==> config.mk <==
export PLATFORM = sky130hd
export DESIGN_NAME = cmd_arbiter
export DESIGN_NICKNAME = d
export VERILOG_FILES = /design/src/rtl/cmd_arbiter.sv
export SDC_FILE = /design/constraint.sdc
export NUM_CORES = 1
export LEC_CHECK = 0
export ABC_AREA = 1
export CAP_MARGIN = 40
export CORE_MARGIN = 2
export CORE_UTILIZATION = 49
export DETAILED_ROUTE_END_ITERATION = 12
export PLACE_DENSITY_LB_ADDON = 0.12
export SYNTH_ARGS = -nofsm -noshare
export SYNTH_HDL_FRONTEND = slang
export SYNTH_SLANG_ARGS = --single-unit
==> constraint.sdc <==
create_clock -name i_clk -period 1.74 [get_ports i_clk]
set_clock_uncertainty 0.2 [all_clocks]
set_input_delay 0.174 -clock i_clk [delete_from_list [all_inputs] [get_ports i_clk]]
set_output_delay 0.174 -clock i_clk [all_outputs]
set_load 0.01 [all_outputs]
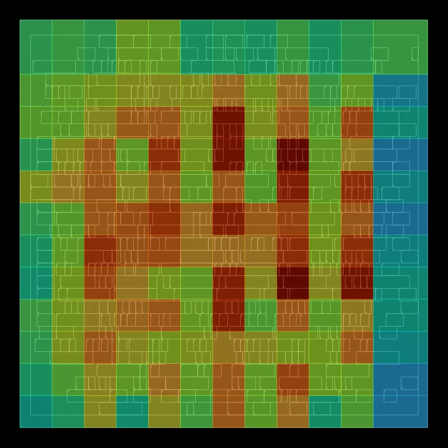
(run_1/congestion.png)
M3 GR Usage: 3.96%
GR Util met1: 34.4%

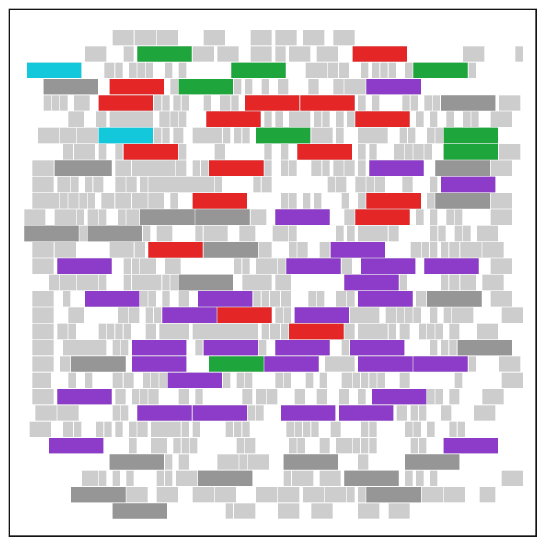
(run_1/flops_by_reg.png)
Scale: 6 px per um. Other sequential cells in the stronger gray, the rest of the logic in the fainter gray.
red -> `slot_addr`  # flops 16
green -> `bus_addr`  # flops 8
cyan -> `src_drop`  # flops 2
purple -> `slot_data`  # flops 32
not colored = 22
final core utilization: 69.0%
Seq/total area: 42.8%

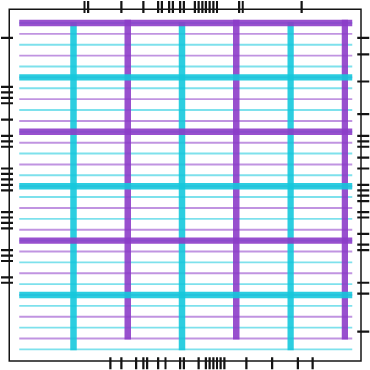
(run_1/power_grid.png)
Scale: 4 px per um. Pins as bars on the die edge.
cyan -> VSS
purple -> VDD
met5 straps = 6
met1 rails = 31
met4 straps = 6
die width: 87.6 um
Worst VDD drop: 1040 uV
die height: 87.6 um
Placeable Area: 6790 um^2

==> results.sh, run 1 <==
# flow metrics
export IMPL_tns_ps=0
export IMPL_dp_hpwl_mm=5.88
export IMPL_cts_buffers=9
export IMPL_finalSetupViolCount=0
export IMPL_antenna_found_initial=0
export IMPL_cp_start_kind="flip-flop"
export IMPL_grt_pass1_wl_mm=14.3
export IMPL_first_iter_violations=219
export IMPL_synth_top_area_share_pct=57.8
export IMPL_clock_buffers=11
export IMPL_ys_warn_count=0
export IMPL_log_warning_count=26
export IMPL_root_buffer="clkbuf_8"
export IMPL_wl_met3_um=463
export IMPL_critical_path_class="flip-flop to output pin"
export IMPL_synthTopCellsByCount="225 x nand2_1, 79 x dfrtp_1, 75 x nand3_1"
export IMPL_finalHoldViolCount=0
export IMPL_seq_power_share_pct=40.9
export IMPL_avgSynthCellArea_um2=8.09
export IMPL_nets=566
export IMPL_clk_latency_ps=340
export IMPL_taps=96
export IMPL_core_rowCount=30
export IMPL_fin_area_um2=4680
export IMPL_io_pins=84
export IMPL_cpPeakStageDelay_ps=550
export IMPL_outcome="finished clean"
export IMPL_worstPathRequired_ps=1370
export IMPL_slew_violations=0
export IMPL_comb_power_share_pct=39.4
export IMPL_layout_setup_ws_ps=77.4
export IMPL_clockBufferDepth=2
export IMPL_synth_area_um2=3420
export IMPL_seqCellArea_um2=2000
export IMPL_powerDensity_nw_per_um2=1650
export IMPL_post_drt_via_cell_ratio=5.08
export IMPL_comb_share_pct=27.3
export IMPL_hold_class="primary input to async pin"
export IMPL_die_area_um2=7670
export IMPL_yosysSeqAreaShare_pct=58.5
export IMPL_grtUsageTotal_pct=24.5
export IMPL_instances_no_fill=614
export IMPL_drive_above_1_share_pct=8.49
export IMPL_wl_met1_mm=4.05
export IMPL_top_cell="nand2_1"
export IMPL_crit_cells=1
export IMPL_topCellsByArea="dfrtp_1 58%, nand2_1 25%, nand3_1 11%"
export IMPL_clock_fmax_mhz=601
export IMPL_ys_cells=423
export IMPL_met2WireLength_mm=4.12
export IMPL_hold_slack_ps=115
export IMPL_layout_top_cells="225 x nand2_1, 79 x dfrtp_1, 79 x clkdlybuf4s50_1, 75 x nand3_1, 19 x buf_4"
export IMPL_port_buffers=82
export IMPL_placed_area_um2=4430
export IMPL_buffer_area_share_pct=22.1
export IMPL_flop_count=80
export IMPL_clock_power_share_pct=19.7
export IMPL_grt_max_degree=33
export IMPL_cp_cell_sequence="clkdlybuf4s50_1"
export IMPL_powerComb_mw=3.04
export IMPL_buffers=105
export IMPL_grt_pass1_vias=3029
export IMPL_drc=0
export IMPL_p_leak_nw=2.45
export IMPL_dp_slack_ps=3.83
export IMPL_comb_cells=311
export IMPL_critPathTopFamily="buffers and inverters"
export IMPL_fillers=550
export IMPL_overflow=0
export IMPL_clkCellAreaFrac_pct=4.73
export IMPL_rsz0062_at_grt="false"
export IMPL_pg_clk_mw=1.52
export IMPL_first_pass_iters=5
export IMPL_largest_class="flip-flops and latches"
export IMPL_synth_top_flop_cell="dfrtp_1"
export IMPL_yosysTopAreaCell="dfrtp_1"
export IMPL_highest_layer="met4"
export IMPL_p_seq_mw=3.16
export IMPL_p_switching_mw=2.82
export IMPL_area_delta_synth_final_pct=36.9
export IMPL_synthCells=423
export IMPL_synthArstFlopShare_pct=100
export IMPL_comb_area_um2=1280
export IMPL_fp_util_pct=50.4
export IMPL_routed_wl_mm=8.82
export IMPL_p_int_mw=4.90
export IMPL_wl_per_cell_um=14.4
export IMPL_gp_congestion=0.797
export IMPL_min_period_ps=1660
export IMPL_fp_nets=476
export IMPL_power_leader="sequential cells"
export IMPL_edf_count=0
export IMPL_power_total_mw=7.72
export IMPL_r2r_cells=6
export IMPL_maxCapViolations=0
export IMPL_n_antenna_cell=0
==> run 1: layer usage <==
metal / vias to the layer above / GRT usage [%]
li1: 1504 / -
met1: 1494 / 34.4
met2: 109 / 38.3
met3: 12 / 3.96
met4: 0 / 10.1
met5: - / 0
==> run 1: repair_timing <==
action / CTS / global route
endpoints found under the setup margin: 2 / 19
hold endpoints to repair: 80 / 0
buffers inserted: 0 / 2
hold buffers: 1 / 0
gates resized: 3 / 2
==> run 1: logic make-up (layout without fill, tap and decap cells) <==
group           after synthesis  in the layout  synth area share, %
compound gates                2              2                0.292
buf+inv                      32            127                 4.24
flops                        80             80                 58.5
other cells                   1              1                0.110
simple gates                308            308                 36.8
==> run_1/clk_routes.png <==
Scale: 6 px per um.
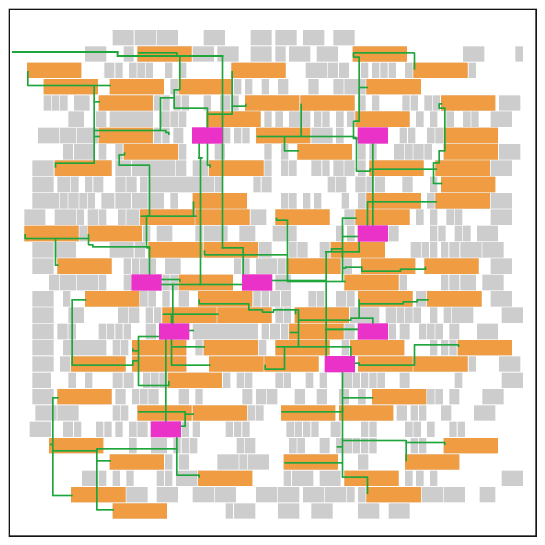

==> run 1 -> run 2 <==
--- a/config.mk
+++ b/config.mk
@@ -7,9 +7,10 @@
 export LEC_CHECK = 0
 export ABC_AREA = 1
 export CAP_MARGIN = 40
-export CORE_MARGIN = 2
+export CORE_MARGIN = 3
 export CORE_UTILIZATION = 49
 export DETAILED_ROUTE_END_ITERATION = 12
+export GPL_TIMING_DRIVEN = 0
 export PLACE_DENSITY_LB_ADDON = 0.12
 export SYNTH_ARGS = -nofsm -noshare
 export SYNTH_HDL_FRONTEND = slang
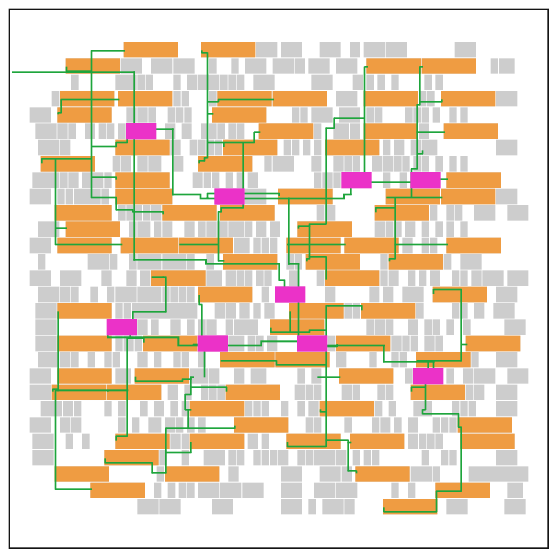
(run_2/clk_routes.png)
Scale: 6 px per um.
green -> clock wires  # length 924 um
magenta -> clock drivers  # count 9
orange -> flip-flops  # count 80
flops lie = widely spread
Skew-Pair Late Insertion Delay: 350 ps
clk pwr: 1.35 mW
clock power share: 18.0%

==> results.sh, run 2 <==
# flow metrics
export IMPL_powerComb_mw=3.00
export IMPL_overflow=0
export IMPL_grtUsageTotal_pct=23.5
export IMPL_p_switching_mw=2.84
export IMPL_cts_buffers=9
export IMPL_fillers=555
export IMPL_critical_path_class="flip-flop to flip-flop"
export IMPL_postCtsSetupRepairBufs=0
export IMPL_dp_slack_ps=-201
export IMPL_wl_per_cell_um=13.9
export IMPL_yosysSeqAreaShare_pct=58.5
export IMPL_r2r_cells=7
export IMPL_fin_area_um2=4640
export IMPL_grt_pass1_vias=3059
export IMPL_port_buffers=80
export IMPL_routed_wl_mm=8.58
export IMPL_clock_fmax_mhz=609
export IMPL_comb_area_um2=1310
export IMPL_core_rowCount=29
export IMPL_p_int_mw=4.68
export IMPL_nets=570
export IMPL_critPathTopFamily="buffers and inverters"
export IMPL_placed_area_um2=4360
export IMPL_cp_start_kind="flip-flop"
export IMPL_first_pass_iters=5
export IMPL_finalSetupViolCount=0
export IMPL_cp_cell_sequence="buf_4, nor2_2, nor2_4, inv_2, clkbuf_4, nand2_1, nand2_1"
export IMPL_top_cell="nand2_1"
export IMPL_peakVddDrop_uv=899
export IMPL_synth_top_flop_cell="dfrtp_1"
export IMPL_ys_warn_count=0
export IMPL_synthTopCellsByCount="225 x nand2_1, 79 x dfrtp_1, 75 x nand3_1"
export IMPL_dp_hpwl_mm=6.00
export IMPL_die_area_um2=8020
export IMPL_worstPathRequired_ps=1830
export IMPL_comb_power_share_pct=40.0
export IMPL_crit_cells=7
export IMPL_avgSynthCellArea_um2=8.09
export IMPL_numSynthFlops=80
export IMPL_min_period_ps=1640
export IMPL_yosysTopAreaCell="dfrtp_1"
export IMPL_fp_util_pct=52.1
export IMPL_grtUsageMet1_pct=32.5
export IMPL_log_warning_count=26
export IMPL_layout_top_cells="223 x nand2_1, 77 x dfrtp_1, 77 x clkdlybuf4s50_1, 74 x nand3_1"
export IMPL_power_leader="sequential cells"
export IMPL_cts_hold_buffers=2
export IMPL_p_leak_nw=2.43
export IMPL_drive_above_1_share_pct=9.58
export IMPL_hold_class="primary input to async pin"
export IMPL_area_delta_synth_final_pct=35.5
export IMPL_post_drt_via_cell_ratio=5.04
export IMPL_synthCells=423
export IMPL_core_area_um2=6570
export IMPL_cpPeakStageDelay_ps=390
export IMPL_die_y_um=89.6
export IMPL_hold_slack_ps=51.3
export IMPL_power_total_mw=7.52
export IMPL_layout_setup_ws_ps=97.7
export IMPL_seq_power_share_pct=42.1
export IMPL_synthArstFlopShare_pct=100
export IMPL_powerDensity_nw_per_um2=1620
export IMPL_edf_count=0
export IMPL_seqCellArea_um2=2010
export IMPL_slew_violations=0
export IMPL_maxCapViolations=0
export IMPL_grt_max_degree=60
export IMPL_die_width_um=89.6
export IMPL_root_buffer="clkbuf_8"
export IMPL_post_cts_resized=1
export IMPL_busiest_layer="met2"
export IMPL_fp_nets=476
export IMPL_grt_pass1_wl_mm=14.4
export IMPL_synth_top_area_share_pct=57.8
export IMPL_synth_area_um2=3420
export IMPL_io_pins=84
export IMPL_gp_congestion=0.808
export IMPL_gr_usage_met2_pct=37.3
export IMPL_met3_usage_pct=6.39
export IMPL_min_period_over_period_pct=94.4
export IMPL_instances_no_fill=615
export IMPL_outcome="finished clean"
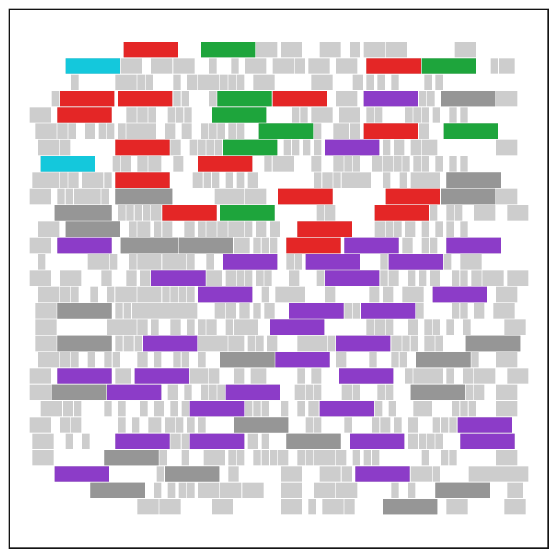
(run_2/flops_by_reg.png)
Scale: 6 px per um. Other sequential cells in the stronger gray, the rest of the logic in the fainter gray.
green -> `bus_addr`  # flops 8
purple -> `slot_data`  # flops 32
red -> `slot_addr`  # flops 16
cyan -> `src_drop`  # flops 2
not colored = 22
final core utilization: 70.6%
Flop+latch power: 3.16 mW

[run 2: cell counts after synthesis]
Identical to the previous run, type by type.
[run 2: routing by layer]
metal / part of all wire, % / vias up
li1: - / 1513
met1: 45 / 1477
met2: 48 / 105
met3: 6.1 / 6
met4: 0.62 / 0
met5: 0 / -
[run 2: layout make-up]
class,instances,share of cell area [%]
Multi-Input combinational cell,311,28.2
Buffer,26,3.02
Timing Repair Buffer,83,18.3
Tap cell,93,2.51
Sequential cell,80,43.2
Clock buffer,9,2.67
Inverter,6,0.486
Clock inverter,7,1.56
[run 2: kinds of logic (layout without fill, tap and decap cells)]
family	count (synthesis)	after routing	synth area share (%)
and+or+nand+nor	308	308	36.8
buffers and inverters	32	131	4.24
DFF	80	80	58.5
AOI/OAI and AO/OA	2	2	0.292
other	1	1	0.110
Power and IR drop assume default switching activity.
